<file path="config.mk">
export PLATFORM = sky130hd
export DESIGN_NAME = io_fifo_fl_flat
export DESIGN_NICKNAME = d
export VERILOG_FILES = /design/src/rtl/io_fifo_fl_if.sv /design/src/rtl/io_fifo_fl.sv /design/src/flat_wrapper.sv
export SDC_FILE = /design/constraint.sdc
export NUM_CORES = 1
export LEC_CHECK = 0
export CELL_PAD_IN_SITES_DETAIL_PLACEMENT = 1
export CELL_PAD_IN_SITES_GLOBAL_PLACEMENT = 1
export CORE_ASPECT_RATIO = 1.5
export CORE_UTILIZATION = 55
export CTS_BUF_LIST = sky130_fd_sc_hd__clkbuf_8
export DETAILED_ROUTE_END_ITERATION = 10
export HOLD_SLACK_MARGIN = 0.06
export PLACE_DENSITY = 0.92
export RECOVER_POWER = 50
export SYNTH_ARGS = -nofsm -noshare
export SYNTH_HDL_FRONTEND = slang
export SYNTH_SLANG_ARGS = --single-unit
</file>
<file path="constraint.sdc">
create_clock -name clk -period 4.7 [get_ports clk]
set_input_delay 0.705 -clock clk [delete_from_list [all_inputs] [get_ports clk]]
set_output_delay 0.705 -clock clk [all_outputs]
set_load 0.01 [all_outputs]
</file>
<file path="src/rtl/io_fifo_fl_if.sv">
// Bundles the processor I/O port and the stream channels of io_fifo_fl.
// master = processor/stream environment, slave = the bridge itself.
interface io_fifo_fl_if #(
    parameter int NBW    = 23,
    parameter int NUIOIN = 2,
    parameter int NUIOOU = 2
);
    localparam int AIW = (NUIOIN > 1) ? $clog2(NUIOIN) : 1;
    localparam int AOW = (NUIOOU > 1) ? $clog2(NUIOOU) : 1;

    logic                  proc_req_in;
    logic [AIW-1:0]        proc_addr_in;
    logic [NBW-1:0]        proc_io_in;
    logic                  proc_out_en;
    logic [AOW-1:0]        proc_addr_out;
    logic [NBW-1:0]        proc_io_out;
    logic                  itr;
    logic [NUIOIN*NBW-1:0] in_data;
    logic [NUIOIN-1:0]     in_valid;
    logic [NUIOIN-1:0]     in_ready;
    logic [NUIOOU*NBW-1:0] out_data;
    logic [NUIOOU-1:0]     out_valid;
    logic [NUIOOU-1:0]     out_ready;
    logic [NUIOIN-1:0]     underflow;
    logic [NUIOOU-1:0]     overflow;

    modport master (
        output proc_req_in, proc_addr_in, proc_out_en, proc_addr_out, proc_io_out,
        output in_data, in_valid, out_ready,
        input  proc_io_in, itr, in_ready, out_data, out_valid, underflow, overflow
    );

    modport slave (
        input  proc_req_in, proc_addr_in, proc_out_en, proc_addr_out, proc_io_out,
        input  in_data, in_valid, out_ready,
        output proc_io_in, itr, in_ready, out_data, out_valid, underflow, overflow
    );
endinterface

</file>
<file path="src/rtl/io_fifo_fl.sv">
// Buffered I/O bridge for proc_fl: per-channel FWFT FIFOs between the processor
// single-word port and valid/ready streams, plus an input fill-level interrupt.
module io_fifo_fl #(
    parameter int NBMANT = 16,
    parameter int NBEXPO = 6,
    parameter int NUIOIN = 2,
    parameter int NUIOOU = 2,
    parameter int FDEPTH = 4,
    parameter int ITRLVL = 2
) (
    input logic         clk,
    input logic         rst,
    io_fifo_fl_if.slave bus
);
    localparam int NBW = NBMANT + NBEXPO + 1;
    localparam int PW  = $clog2(FDEPTH);
    localparam int CW  = $clog2(FDEPTH + 1);
    localparam int AIW = (NUIOIN > 1) ? $clog2(NUIOIN) : 1;
    localparam int AOW = (NUIOOU > 1) ? $clog2(NUIOOU) : 1;
    localparam logic [CW-1:0] FULL = CW'(FDEPTH);
    localparam logic [CW-1:0] LVL  = CW'(ITRLVL);

    logic                  rdy_en;
    logic                  any_hi;
    logic                  any_hi_p1;
    logic [NUIOIN-1:0]     underflow_q;
    logic [NUIOOU-1:0]     overflow_q;

    logic [NUIOIN-1:0]     rd_sel;
    logic [NUIOIN-1:0]     ipush;
    logic [NUIOIN-1:0]     ipop;
    logic [NUIOIN-1:0]     inonempty;
    logic [NUIOIN-1:0]     ifull;
    logic [NUIOIN-1:0]     ihi;
    logic [NUIOIN-1:0]     unf_set;
    logic [NBW-1:0]        ihead [NUIOIN];

    logic [NUIOOU-1:0]     wr_sel;
    logic [NUIOOU-1:0]     opush;
    logic [NUIOOU-1:0]     opop;
    logic [NUIOOU-1:0]     ononempty;
    logic [NUIOOU-1:0]     ofull;
    logic [NUIOOU-1:0]     ovf_set;
    logic [NBW-1:0]        ohead [NUIOOU];

    logic [NBW-1:0]        io_rd;
    logic [NUIOOU*NBW-1:0] od;

    // Out-of-range addresses match no channel, so they read 0 and write nothing.
    always_comb begin
        rd_sel = '0;
        for (int k = 0; k < NUIOIN; k++) begin
            rd_sel[k] = (bus.proc_addr_in == AIW'(k));
        end
    end

    always_comb begin
        wr_sel = '0;
        for (int k = 0; k < NUIOOU; k++) begin
            wr_sel[k] = (bus.proc_addr_out == AOW'(k));
        end
    end

    for (genvar k = 0; k < NUIOIN; k++) begin : g_in
        logic [NBW-1:0] mem [FDEPTH];
        logic [PW-1:0]  wp;
        logic [PW-1:0]  rp;
        logic [CW-1:0]  cnt;

        assign ipush[k]     = bus.in_valid[k] & bus.in_ready[k];
        assign ipop[k]      = bus.proc_req_in & rd_sel[k] & inonempty[k];
        assign unf_set[k]   = bus.proc_req_in & rd_sel[k] & ~inonempty[k];
        assign inonempty[k] = (cnt != '0);
        assign ifull[k]     = (cnt == FULL);
        assign ihi[k]       = (cnt >= LVL);
        assign ihead[k]     = mem[rp];

        always_ff @(posedge clk) begin
            if (ipush[k]) begin
                mem[wp] <= bus.in_data[k*NBW +: NBW];
            end
        end

        always_ff @(posedge clk) begin
            if (rst) begin
                wp  <= '0;
                rp  <= '0;
                cnt <= '0;
            end else begin
                if (ipush[k]) wp <= wp + PW'(1);
                if (ipop[k])  rp <= rp + PW'(1);
                case ({ipush[k], ipop[k]})
                    2'b10:   cnt <= cnt + CW'(1);
                    2'b01:   cnt <= cnt - CW'(1);
                    default: cnt <= cnt;
                endcase
            end
        end
    end

    // A processor write to a full FIFO is dropped even if the stream pops it this cycle.
    for (genvar k = 0; k < NUIOOU; k++) begin : g_out
        logic [NBW-1:0] mem [FDEPTH];
        logic [PW-1:0]  wp;
        logic [PW-1:0]  rp;
        logic [CW-1:0]  cnt;

        assign opush[k]     = bus.proc_out_en & wr_sel[k] & ~ofull[k];
        assign ovf_set[k]   = bus.proc_out_en & wr_sel[k] & ofull[k];
        assign opop[k]      = ononempty[k] & bus.out_ready[k];
        assign ononempty[k] = (cnt != '0);
        assign ofull[k]     = (cnt == FULL);
        assign ohead[k]     = mem[rp];

        always_ff @(posedge clk) begin
            if (opush[k]) begin
                mem[wp] <= bus.proc_io_out;
            end
        end

        always_ff @(posedge clk) begin
            if (rst) begin
                wp  <= '0;
                rp  <= '0;
                cnt <= '0;
            end else begin
                if (opush[k]) wp <= wp + PW'(1);
                if (opop[k])  rp <= rp + PW'(1);
                case ({opush[k], opop[k]})
                    2'b10:   cnt <= cnt + CW'(1);
                    2'b01:   cnt <= cnt - CW'(1);
                    default: cnt <= cnt;
                endcase
            end
        end
    end

    always_comb begin
        io_rd = '0;
        for (int k = 0; k < NUIOIN; k++) begin
            if (rd_sel[k] && inonempty[k]) io_rd = ihead[k];
        end
    end

    // Empty channels present zero so unreset storage never leaks onto the bus.
    always_comb begin
        od = '0;
        for (int k = 0; k < NUIOOU; k++) begin
            od[k*NBW +: NBW] = ononempty[k] ? ohead[k] : '0;
        end
    end

    assign any_hi = |ihi;

    always_ff @(posedge clk) begin
        if (rst) begin
            rdy_en      <= 1'b0;
            any_hi_p1   <= 1'b0;
            underflow_q <= '0;
            overflow_q  <= '0;
        end else begin
            rdy_en      <= 1'b1;
            any_hi_p1   <= any_hi;
            underflow_q <= underflow_q | unf_set;
            overflow_q  <= overflow_q | ovf_set;
        end
    end

    assign bus.proc_io_in = io_rd;
    assign bus.out_data   = od;
    assign bus.out_valid  = ononempty;
    assign bus.in_ready   = rdy_en ? ~ifull : '0;
    assign bus.itr        = any_hi & ~any_hi_p1;
    assign bus.underflow  = underflow_q;
    assign bus.overflow   = overflow_q;
endmodule

</file>
<file path="src/flat_wrapper.sv">
// flat-port wrapper written by rule: the top's interface ports become plain ports
module io_fifo_fl_flat 
#(
    parameter int NBMANT = 16,
    parameter int NBEXPO = 6,
    parameter int NUIOIN = 2,
    parameter int NUIOOU = 2,
    parameter int FDEPTH = 4,
    parameter int ITRLVL = 2
)
  (clk, rst, bus_proc_req_in, bus_proc_addr_in, bus_proc_out_en, bus_proc_addr_out, bus_proc_io_out, bus_in_data, bus_in_valid, bus_out_ready, bus_proc_io_in, bus_itr, bus_in_ready, bus_out_data, bus_out_valid, bus_underflow, bus_overflow);
  io_fifo_fl_if #(.NBW((23)), .NUIOIN(NUIOIN), .NUIOOU(NUIOOU)) bus_i ();
  input logic clk;
  input logic rst;
  input wire logic [$bits(bus_i.proc_req_in)-1:0] bus_proc_req_in;
  input wire logic [$bits(bus_i.proc_addr_in)-1:0] bus_proc_addr_in;
  input wire logic [$bits(bus_i.proc_out_en)-1:0] bus_proc_out_en;
  input wire logic [$bits(bus_i.proc_addr_out)-1:0] bus_proc_addr_out;
  input wire logic [$bits(bus_i.proc_io_out)-1:0] bus_proc_io_out;
  input wire logic [$bits(bus_i.in_data)-1:0] bus_in_data;
  input wire logic [$bits(bus_i.in_valid)-1:0] bus_in_valid;
  input wire logic [$bits(bus_i.out_ready)-1:0] bus_out_ready;
  output wire logic [$bits(bus_i.proc_io_in)-1:0] bus_proc_io_in;
  output wire logic [$bits(bus_i.itr)-1:0] bus_itr;
  output wire logic [$bits(bus_i.in_ready)-1:0] bus_in_ready;
  output wire logic [$bits(bus_i.out_data)-1:0] bus_out_data;
  output wire logic [$bits(bus_i.out_valid)-1:0] bus_out_valid;
  output wire logic [$bits(bus_i.underflow)-1:0] bus_underflow;
  output wire logic [$bits(bus_i.overflow)-1:0] bus_overflow;
  assign bus_i.proc_req_in = bus_proc_req_in;
  assign bus_i.proc_addr_in = bus_proc_addr_in;
  assign bus_i.proc_out_en = bus_proc_out_en;
  assign bus_i.proc_addr_out = bus_proc_addr_out;
  assign bus_i.proc_io_out = bus_proc_io_out;
  assign bus_i.in_data = bus_in_data;
  assign bus_i.in_valid = bus_in_valid;
  assign bus_i.out_ready = bus_out_ready;
  assign bus_proc_io_in = bus_i.proc_io_in;
  assign bus_itr = bus_i.itr;
  assign bus_in_ready = bus_i.in_ready;
  assign bus_out_data = bus_i.out_data;
  assign bus_out_valid = bus_i.out_valid;
  assign bus_underflow = bus_i.underflow;
  assign bus_overflow = bus_i.overflow;
  io_fifo_fl #(.NBMANT(NBMANT), .NBEXPO(NBEXPO), .NUIOIN(NUIOIN), .NUIOOU(NUIOOU), .FDEPTH(FDEPTH), .ITRLVL(ITRLVL)) u_core (.clk(clk), .rst(rst), .bus(bus_i));
endmodule
</file>
Fig. 1: run 1, logic cells by family
(2 px per µm)
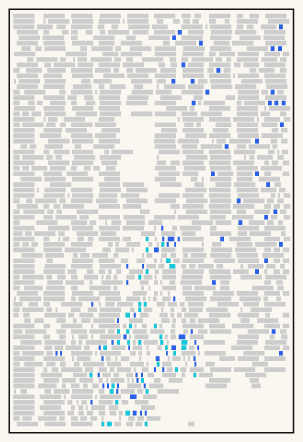
family	colour	cells	most used
aoi and oai cells	cyan	38	a21oi_1
nor cells	blue	79	nor2_1
most numerous logic cell after layout: edfxtp_1
Final Non-Filler Cells: 1450

Fig. 2: run 1, port wiring
(2 px per µm)
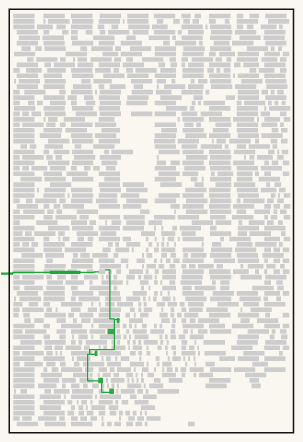
port	colour	bits	direction	edge	end cells	buffers	wire
`bus_proc_addr_in`	green	1	input	left	5	1	142 µm
IO Count: 157
# port buffers: 156

Fig. 3: run 1, register map, names as in the netlist
(2 px per µm) Other sequential cells in the stronger grey, the rest of the logic in the fainter grey.
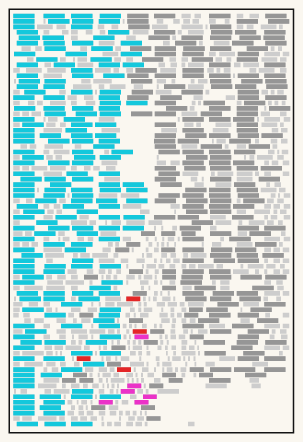
name in the netlist	colour	sequential cells
`u_core.g_in.rp`	red	4
`u_core.g_in.mem`	cyan	184
`u_core.g_in.cnt`	magenta	6
not coloured	216
Seq group: 4250 µW
flop share of the area: 0.619
flip-flop and latch area: 11900 µm²
Core Util, Final: 0.669

==> run summary, run 1 <==
run results: status complete, but fails checks, failing checks max-capacitance violations, max-slew violations, max incr delay on CP 870 ps, Post-Layout Inst Area 19200 µm², Post-Route WL 39100 µm, initial antenna violation count 7, Cell Area, Synth 16000 µm², Worst setup SP type register, hold buffers post-CTS 0, sequential cell area fraction in the yosys report 0.742, H-tree lvl count 2, Area Overhead vs Synth 19.9%, post-CTS sizing 0, Placed Area 18100 µm², crit-path cells buf_4, mux4_2, a22o_1, clkdlybuf4s50_1, Pins Over Slew Limit 96, max-capacitance violation count 4, Root Driver clkbuf_8, Async SR Flop Fraction 0, Die W 141 µm, RSZ-0062 raised after global routing no, hold crit path type reg -> reg, CTS Buf Count 57, Worst EP arrival 3190 ps, Die H 211 µm, total number of yosys warnings 0, HPWL Detailed 22900 µm, worst path required time 3990 ps, Antenna Violating Nets Remaining 0, kind of end point of the critical path output pin, Post-Place Cells 1344, Max Buffers Root-to-Sink 3, Max IR drop VDD 0.000411 V, Floorplan Utilization 0.558, Hold WS 499 ps, pre-CTS WS 1380 ps
==> run 1: cells in the mapped netlist, types with 9 or more instances <==
cell type,number,share of area
edfxtp_1,368,0.69
mux4_2,72,0.10
dfxtp_1,42,0.052
nor2_1,38,0.0089
nor2b_1,34,0.013
inv_1,31,0.0073
a22o_1,23,0.013
a21oi_1,20,0.0062
ha_1,20,0.016
mux4_1,20,0.033
and2b_1,13,0.0061
clkbuf_1,12,0.0028
xor2_1,12,0.0066
buf_2,9,0.0028
o21ai_0,9,0.0028
==> run 1: power breakdown <==
part / switching (µW) / internal (µW)
logic: 902 / 1010
registers: 131 / 4120
clock network: 1340 / 1460
total: 2370 / 6600
==> run 1: flip-flops by register name, indices dropped and copies added, names as in the netlist, named ones only <==
register and count:
u_core.g_out.wp 4, u_core.g_out.rp 4, u_core.rdy_en 1, u_core.g_in.mem 184, u_core.any_hi_p1 1, u_core.bus.overflow 2
u_core.g_in.rp 4, u_core.g_out.mem 184, u_core.g_in.wp 4, u_core.bus.underflow 2, u_core.g_in.cnt 6, u_core.g_out.cnt 6
==> run 1: cell usage in the layout, fill, tap and decap left out, types with 23 or more instances in the layout <==
master and n:
dfxtp_1 42, inv_1 52, nor2_1 38, buf_4 25, dlygate4sd3_1 72, a22o_1 23
mux4_2 72, nor2b_1 34, clkdlybuf4s50_1 84, clkbuf_8 64, edfxtp_1 368
==> run 1: layout make-up <==
type	instances	area (µm²)
tap	390	488
clock buffer	64	881
timing repair buffer	186	1770
antenna	4	10.0
clock inverter	38	259
multi-input combinational	327	3800
fill	2386	9500
inverter	31	116
sequential	410	11900
==> run 1: critical path, delay by kind of cell, from the launching register on <==
kind / cells / cell delay [ps]
muxes: 1 / 540
DFF: 1 / 870
buffers and inverters: 2 / 870
AOI/OAI and AO/OA: 1 / 290
==> run 1: path summary, 6_finish.rpt <==
path	cells past startpoint	startpoint	end	slack (ps)
min	2	u_core.bus.overflow[0]$_SDFF_PP0_	u_core.bus.overflow[0]$_SDFF_PP0_	500
max reg2reg	3	u_core.g_out[1].cnt[0]$_SDFFE_PP0P_	u_core.g_out[1].mem[3][12]$_DFFE_PP_	2150
max	4	register	bus_proc_io_in[15]	810
min reg2reg	2	u_core.bus.overflow[0]$_SDFF_PP0_	u_core.bus.overflow[0]$_SDFF_PP0_	500
==> run 1: metal layers <==
metal,up-vias,global-route usage,wire (µm)
li1,3631,-,-
met1,4412,0.316,14300
met2,383,0.489,21100
met3,94,0.0589,2590
met4,8,0.0983,1100
met5,-,0,55
==> run 1: cell families (layout without fill, tap and decap cells) <==
group | after synthesis | after routing | synth area share
mux | 96 | 96 | 0.137
compound gates | 63 | 63 | 0.0270
buf+inv | 63 | 319 | 0.0212
xor+xnor | 13 | 13 | 0.00710
other cells | 0 | 4 | 0
fa+ha+maj | 24 | 24 | 0.0206
flops | 410 | 410 | 0.742
simple gates | 131 | 131 | 0.0454
--- run 2 (diff from run 1) ---
- CORE_UTILIZATION: 55 -> 51
- PLACE_DENSITY: 0.92 -> 0.87
- clock period: 4.7 -> 3.9 ns (I/O delays scaled with it)
==> run summary, run 2 <==
run results: sequential cell area fraction in the yosys report 0.742 (unchanged), final-layout fill cell count 2663 (+12%), 1st-iter DRT viols 389, Antenna Violating Nets Remaining 0 (unchanged), R2R setup slack 1410 ps (-740 ps), # port buffers 156 (unchanged), GPL Wtd Cong 0.733, total number of yosys warnings 0 (unchanged), GR Util All Layers 0.220, final worst path period need 3370 ps, HPWL Detailed 22500 µm (-1.7%), failing checks max-capacitance violations, max-slew violations, Yosys top cell by area edfxtp_1, Die H 219 µm (+3.8%), hold buffers post-CTS 0 (unchanged), initial antenna violation count 6 (-1), Synth top cells by count edfxtp_1, mux4_2, dfxtp_1, EDFF count, synth 368, most numerous logic cell after layout edfxtp_1, worst path required time 3310 ps (-680 ps), CTS Buf Count 57 (unchanged), most frequent cells in the layout edfxtp_1, clkdlybuf4s50_1, mux4_2, dlygate4sd3_1, clkbuf_8, syn nets 903, kind of end point of the critical path output pin, Pins Over Slew Limit 48 (-50%), Synth top area share 0.690 (unchanged), yosys cell count 800, Cell Area, Synth 16000 µm² (unchanged), Rows 79, H-tree lvl count 2 (unchanged), max-capacitance violation count 2 (-2), status complete, but fails checks, Worst EP arrival 2790 ps (-400 ps), pre-CTS WS 916 ps (-461 ps), Root Driver clkbuf_8, reg-to-reg startpoint u_core.g_out[1].cnt[0]$_SDFFE_PP0P_, RSZ-0062 raised after global routing no, Via density 5.60, Async SR Flop Fraction 0 (unchanged), count leader, synth edfxtp_1, R2R cell count 3 (unchanged), top cells by area edfxtp_1, mux4_2, dfxtp_1, PnR worst setup slack 526 ps, biggest regs u_core.g_in.mem x184, u_core.g_out.mem x184, Post-Place Cells 1359 (+1.1%), Worst Hold Launch u_core.bus.overflow[1]$_SDFF_PP0_, IO Count 157 (unchanged), Max Buffers Root-to-Sink 3 (unchanged), CTS tree yes, setup TNS 0 ps, post-synthesis cell count 800, Post-Route WL 34700 µm (-11%), Area Overhead vs Synth 20.0% (about the same), hold path endpoint u_core.bus.overflow[1]$_SDFF_PP0_, Max IR drop VDD 0.000386 V (-6.2%), hold crit path type reg -> reg, reg2reg end u_core.g_out[1].mem[1][14]$_DFFE_PP_, crit-path max FO 23, largest net degree at the start of global routing 25, Worst setup SP type register, Fmax 0.296 GHz, hold depth 2 (unchanged), Die W 147 µm (+3.8%), Avg Cell Area, Syn 20.0 µm², Dominant flop cell edfxtp_1, Layout Nets 1116, post-CTS sizing 0 (unchanged)
==> run 2: cell counts after synthesis <==
No cell type changed its count.
==> run 2: critical path: stages, from the launching register on <==
cell and delay [ps]:
dfxtp_2 900, mux4_2 580, nor2b_1 170, clkdlybuf4s50_1 510
==> run 2: per-layer routing <==
layer,routed length (µm),up-vias,GRT usage,part of all wire
li1,-,3638,-,-
met1,12400,4229,0.239,0.36
met2,19400,274,0.415,0.56
met3,1820,76,0.0453,0.053
met4,1010,6,0.0861,0.029
met5,37,-,0,0.0011
==> run 2: final cells by class <==
class / count / area [µm²] / share of cell area
Tap cell: 405 / 507 / 0.0264
Inverter: 31 / 116 / 0.00605
Sequential cell: 410 / 11900 / 0.619
Antenna cell: 3 / 7.51 / 0.000390
Multi-Input combinational cell: 327 / 3810 / 0.198
Timing Repair Buffer: 186 / 1770 / 0.0921
Clock buffer: 59 / 812 / 0.0422
Clock inverter: 48 / 312 / 0.0162
==> run 2: report_power, final <==
group	internal, µW	switching (µW)	total (µW)
Sequential	4970	204	5170
Clock	1680	1570	3250
Combinational	1220	989	2200
==> run 2: per-stage QoR <==
stage | instance area [µm²] | hold slack [ps] | power [µW]
after floorplan | 16000 | 455 | 6460
after global placement | 18100 | 450 | 7430
after detailed placement | 18100 | 473 | 7520
after CTS | 19200 | 486 | 10800
after global routing | 19200 | 498 | 11100
final | 19200 | 477 | 10600
==> run 2: cell families (layout without fill, tap and decap cells) <==
kind of cell | Yosys count | in the layout | share of synthesized area
compound gates | 63 | 63 | 0.0270
xor+xnor | 13 | 13 | 0.00710
mux | 96 | 96 | 0.137
simple gates | 131 | 131 | 0.0454
buf+inv | 63 | 324 | 0.0212
fa+ha+maj | 24 | 24 | 0.0206
other cells | 0 | 3 | 0
flops | 410 | 410 | 0.742
==> run 2: worst max-delay path by stage <==
stage / startpoint / to
floorplan: bus_proc_addr_in / u_core.g_in[0].cnt[2]$_SDFFE_PP0P_
global placement: bus_proc_addr_in / bus_proc_io_in[1]
detailed placement: bus_proc_addr_in / bus_proc_io_in[20]
CTS: register / bus_out_data[5]
global route: register / bus_out_data[10]
finish: register / bus_out_data[5]
Fig. 4: run 2, register map, names as in the netlist
(1.5 px per µm) Other sequential cells in the stronger grey, the rest of the logic in the fainter grey.
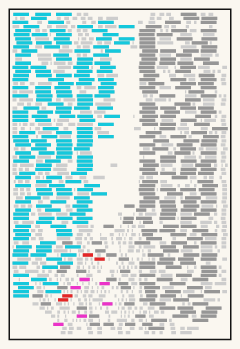
name in the netlist	colour	sequential cells
`u_core.g_in.cnt`	magenta	6
`u_core.g_in.mem`	cyan	184
`u_core.g_in.rp`	red	4
not coloured	216
flop share of the area: 0.619
Core Util, Final: 0.622
flip-flop and latch area: 11900 µm²
Seq group: 5170 µW

Fig. 5: run 2, logic cells by family
(2 px per µm)
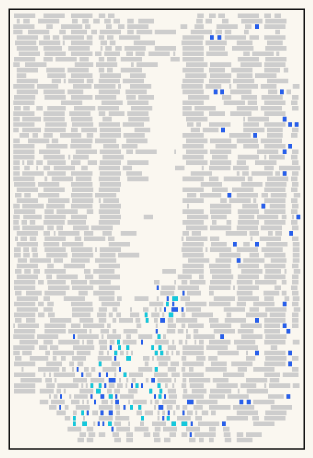
family	colour	cells	most used	where
aoi and oai cells	cyan	38	a21oi_1	bottom middle
nor cells	blue	79	nor2_1	widely spread
Comb/total area: 0.198
Final Non-Filler Cells: 1469

Fig. 6: run 2, cell area per tile
(1 px per µm) 15 x 22 tiles, from dark purple (low) to yellow (high), 0 to 100% covered.
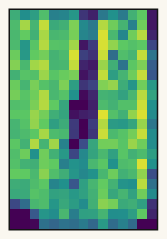
tiles over 75% full	25%
emptiest ninth of the die	middle
fullest tile	95%
nearly empty tiles	3.6%
Floorplan Utilization: 0.518
Core ar.: 30900 µm²

--- run 3 (diff from run 2) ---
- ABC_CLOCK_PERIOD_IN_PS: not set -> 3900
==> run summary, run 3 <==
run results: status complete, but fails checks, failing checks max-capacitance violations, max-slew violations, # port buffers 156 (unchanged), yosys cell count 800 (unchanged), final-layout fill cell count 2663 (unchanged), count leader, synth edfxtp_1, 1st-iter DRT viols 389 (unchanged), Late-Pin Clk Latency 620 ps, Sw Share 0.260 (unchanged), Yosys top cell by area edfxtp_1, logic area 3810 µm² (unchanged), Power Dens Cells 553 nW/µm², flip-flop and latch area 11900 µm² (unchanged), IO Count 157 (unchanged), post-synthesis cell count 800 (unchanged), syn nets 903 (unchanged), GR Util All Layers 0.220 (unchanged), Worst Hold Launch u_core.bus.overflow[1]$_SDFF_PP0_, setup TNS 0 ps (unchanged), R2R cell count 3 (unchanged), most frequent cells in the layout edfxtp_1, clkdlybuf4s50_1, mux4_2, dlygate4sd3_1, clkbuf_8, GPL Wtd Cong 0.733 (unchanged), H-tree lvl count 2 (unchanged), Synth top area share 0.690 (unchanged), total number of yosys warnings 0 (unchanged), Sequential Power Share 0.487 (about the same), Fmax 0.296 GHz (unchanged), leakage power 0.00640 µW, kind of end point of the critical path output pin, hold crit path type reg -> reg, NetSw 2760 µW (unchanged), Post-Layout Inst Area 19200 µm² (unchanged), Antenna Violating Nets Remaining 0 (unchanged), Rows 79 (unchanged), reg-to-reg startpoint u_core.g_out[1].cnt[0]$_SDFFE_PP0P_, sequential cell area fraction in the yosys report 0.742 (unchanged), crit-path max FO 23 (unchanged), Max Buffers Root-to-Sink 3 (unchanged), Avg Cell Area, Syn 20.0 µm² (unchanged), Worst setup SP type register, Max IR drop VDD 0.000386 V (unchanged), DR DRC count 0, Via density 5.60 (unchanged), cell-internal power 7860 µW (unchanged), Overall Power 10600 µW (unchanged), Cell Area, Synth 16000 µm² (unchanged), post-CTS sizing 0 (unchanged), Synth top cells by count edfxtp_1, mux4_2, dfxtp_1, worst path required time 3310 ps (about the same), Post-Route WL 34700 µm (unchanged), Layout Nets 1116 (unchanged), Area Overhead vs Synth 20.0% (unchanged), vias in the first global route 8989, Pins Over Slew Limit 48 (unchanged), first-pass GRT wire length 51800 µm, reg2reg end u_core.g_out[1].mem[1][14]$_DFFE_PP_, Final Hold Vio Count 0, most numerous logic cell after layout edfxtp_1, Die W 147 µm (unchanged), hold depth 2 (unchanged), Die H 219 µm (unchanged), Combinational Power Share 0.207 (about the same), max-capacitance violation count 2 (unchanged), EDFF count, synth 368 (unchanged), CTS Buf Count 57 (unchanged), biggest regs u_core.g_in.mem x184, u_core.g_out.mem x184, CTS tree yes, max_slew headroom -0.138, DRT Pass-1 Iters 4, hold path endpoint u_core.bus.overflow[1]$_SDFF_PP0_, cycle use final 0.865, Floorplan Utilization 0.518 (unchanged), largest net degree at the start of global routing 25 (unchanged), Worst EP arrival 2790 ps (about the same), Root Driver clkbuf_8, R2R setup slack 1410 ps (about the same), Core ar. 30900 µm² (unchanged), RSZ-0062 raised after global routing no, initial antenna violation count 6 (unchanged), Placed Area 18100 µm² (unchanged), Clock Power Share 0.306 (about the same), top cells by area edfxtp_1, mux4_2, dfxtp_1, hold buffers post-CTS 0 (unchanged), Dominant flop cell edfxtp_1, Async SR Flop Fraction 0 (unchanged), final worst path period need 3370 ps (unchanged), HPWL Detailed 22500 µm (unchanged)
## run 3: cell counts after synthesis
Identical to the previous run, type by type.
## run 3: layer usage
metal,up-vias,routed length (µm),GRT usage
met4,6,1010,0.0861
li1,3638,-,-
met2,274,19400,0.415
met1,4229,12400,0.239
met3,76,1820,0.0453
met5,-,37,0
## run 3: layout make-up
class	count	share of cell area
Multi-Input combinational cell	327	0.198
Inverter	31	0.00605
Timing Repair Buffer	186	0.0921
Sequential cell	410	0.619
Tap cell	405	0.0264
Antenna cell	3	0.000390
Clock inverter	48	0.0162
Clock buffer	59	0.0422
## run 3: cells by family (layout without fill, tap and decap cells)
| group | after synthesis | in the layout | synth area share |
|---|---|---|---|
| DFF | 410 | 410 | 0.742 |
| buffers and inverters | 63 | 324 | 0.0212 |
| adders and majority gates | 24 | 24 | 0.0206 |
| and+or+nand+nor | 131 | 131 | 0.0454 |
| muxes | 96 | 96 | 0.137 |
| other | 0 | 3 | 0 |
| AOI/OAI and AO/OA | 63 | 63 | 0.0270 |
| xor gates and xnor gates | 13 | 13 | 0.00710 |
## run 3: worst max path at each step
stage,start,to,depth (start not counted)
detailed placement,bus_proc_addr_in,bus_proc_io_in[20],6
finish,register,bus_out_data[5],3
global placement,bus_proc_addr_in,bus_proc_io_in[1],6
floorplan,bus_proc_addr_in,u_core.g_in[0].cnt[2]$_SDFFE_PP0P_,8
global route,register,bus_out_data[10],3
CTS,register,bus_out_data[5],3
## run 3: power groups by stage
stage	clock network [µW]	logic [µW]	registers [µW]
3_3_place_gp	0	2170	5260
2_1_floorplan	0	1330	5120
4_1_cts	3340	2260	5180
5_1_grt	3490	2370	5210
6_report	3250	2200	5170
3_5_place_dp	0	2250	5280
## run 3: stage by stage
step | util | cells | hold slack, ps | worst slack, ps
4_1_cts | 0.622 | 1466 | 486 | 429
2_1_floorplan | - | 800 | 455 | 1770
3_5_place_dp | 0.585 | 1359 | 473 | 916
3_3_place_gp | 0.585 | 1359 | 450 | 955
5_1_grt | 0.622 | 1469 | 498 | 310
6_report | 0.622 | 1469 | 477 | 526
## run 3: worst max-delay path, stage by stage (launching register included)
cell and delay (ps):
dfxtp_2 900, mux4_2 580, nor2b_1 170, clkdlybuf4s50_1 510
Fig. 7: run 3, cell area per tile
(1 px per µm) 15 x 22 tiles, from dark purple (low) to yellow (high), 0 to 100% covered.
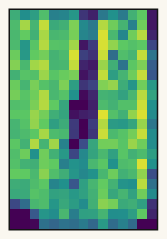
nearly empty tiles	3.6%
tiles over 75% full	25%
emptiest ninth of the die	middle
fullest tile	95%

Fig. 8: run 3, register map, names as in the netlist
(1.5 px per µm) Other sequential cells in the stronger grey, the rest of the logic in the fainter grey.
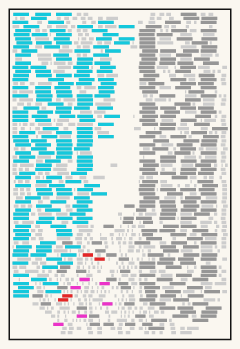
name in the netlist	colour	sequential cells
`u_core.g_in.rp`	red	4
`u_core.g_in.mem`	cyan	184
`u_core.g_in.cnt`	magenta	6
not coloured	216

Fig. 9: run 3, port wiring
(1.5 px per µm)
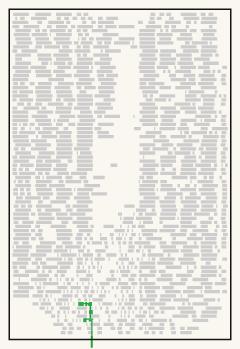
port	colour	bits	direction	edge	end cells	buffers	wire
`bus_proc_addr_in`	green	1	input	bottom	5	1	36.0 µm

Power is estimated from default activity; no workload was simulated.
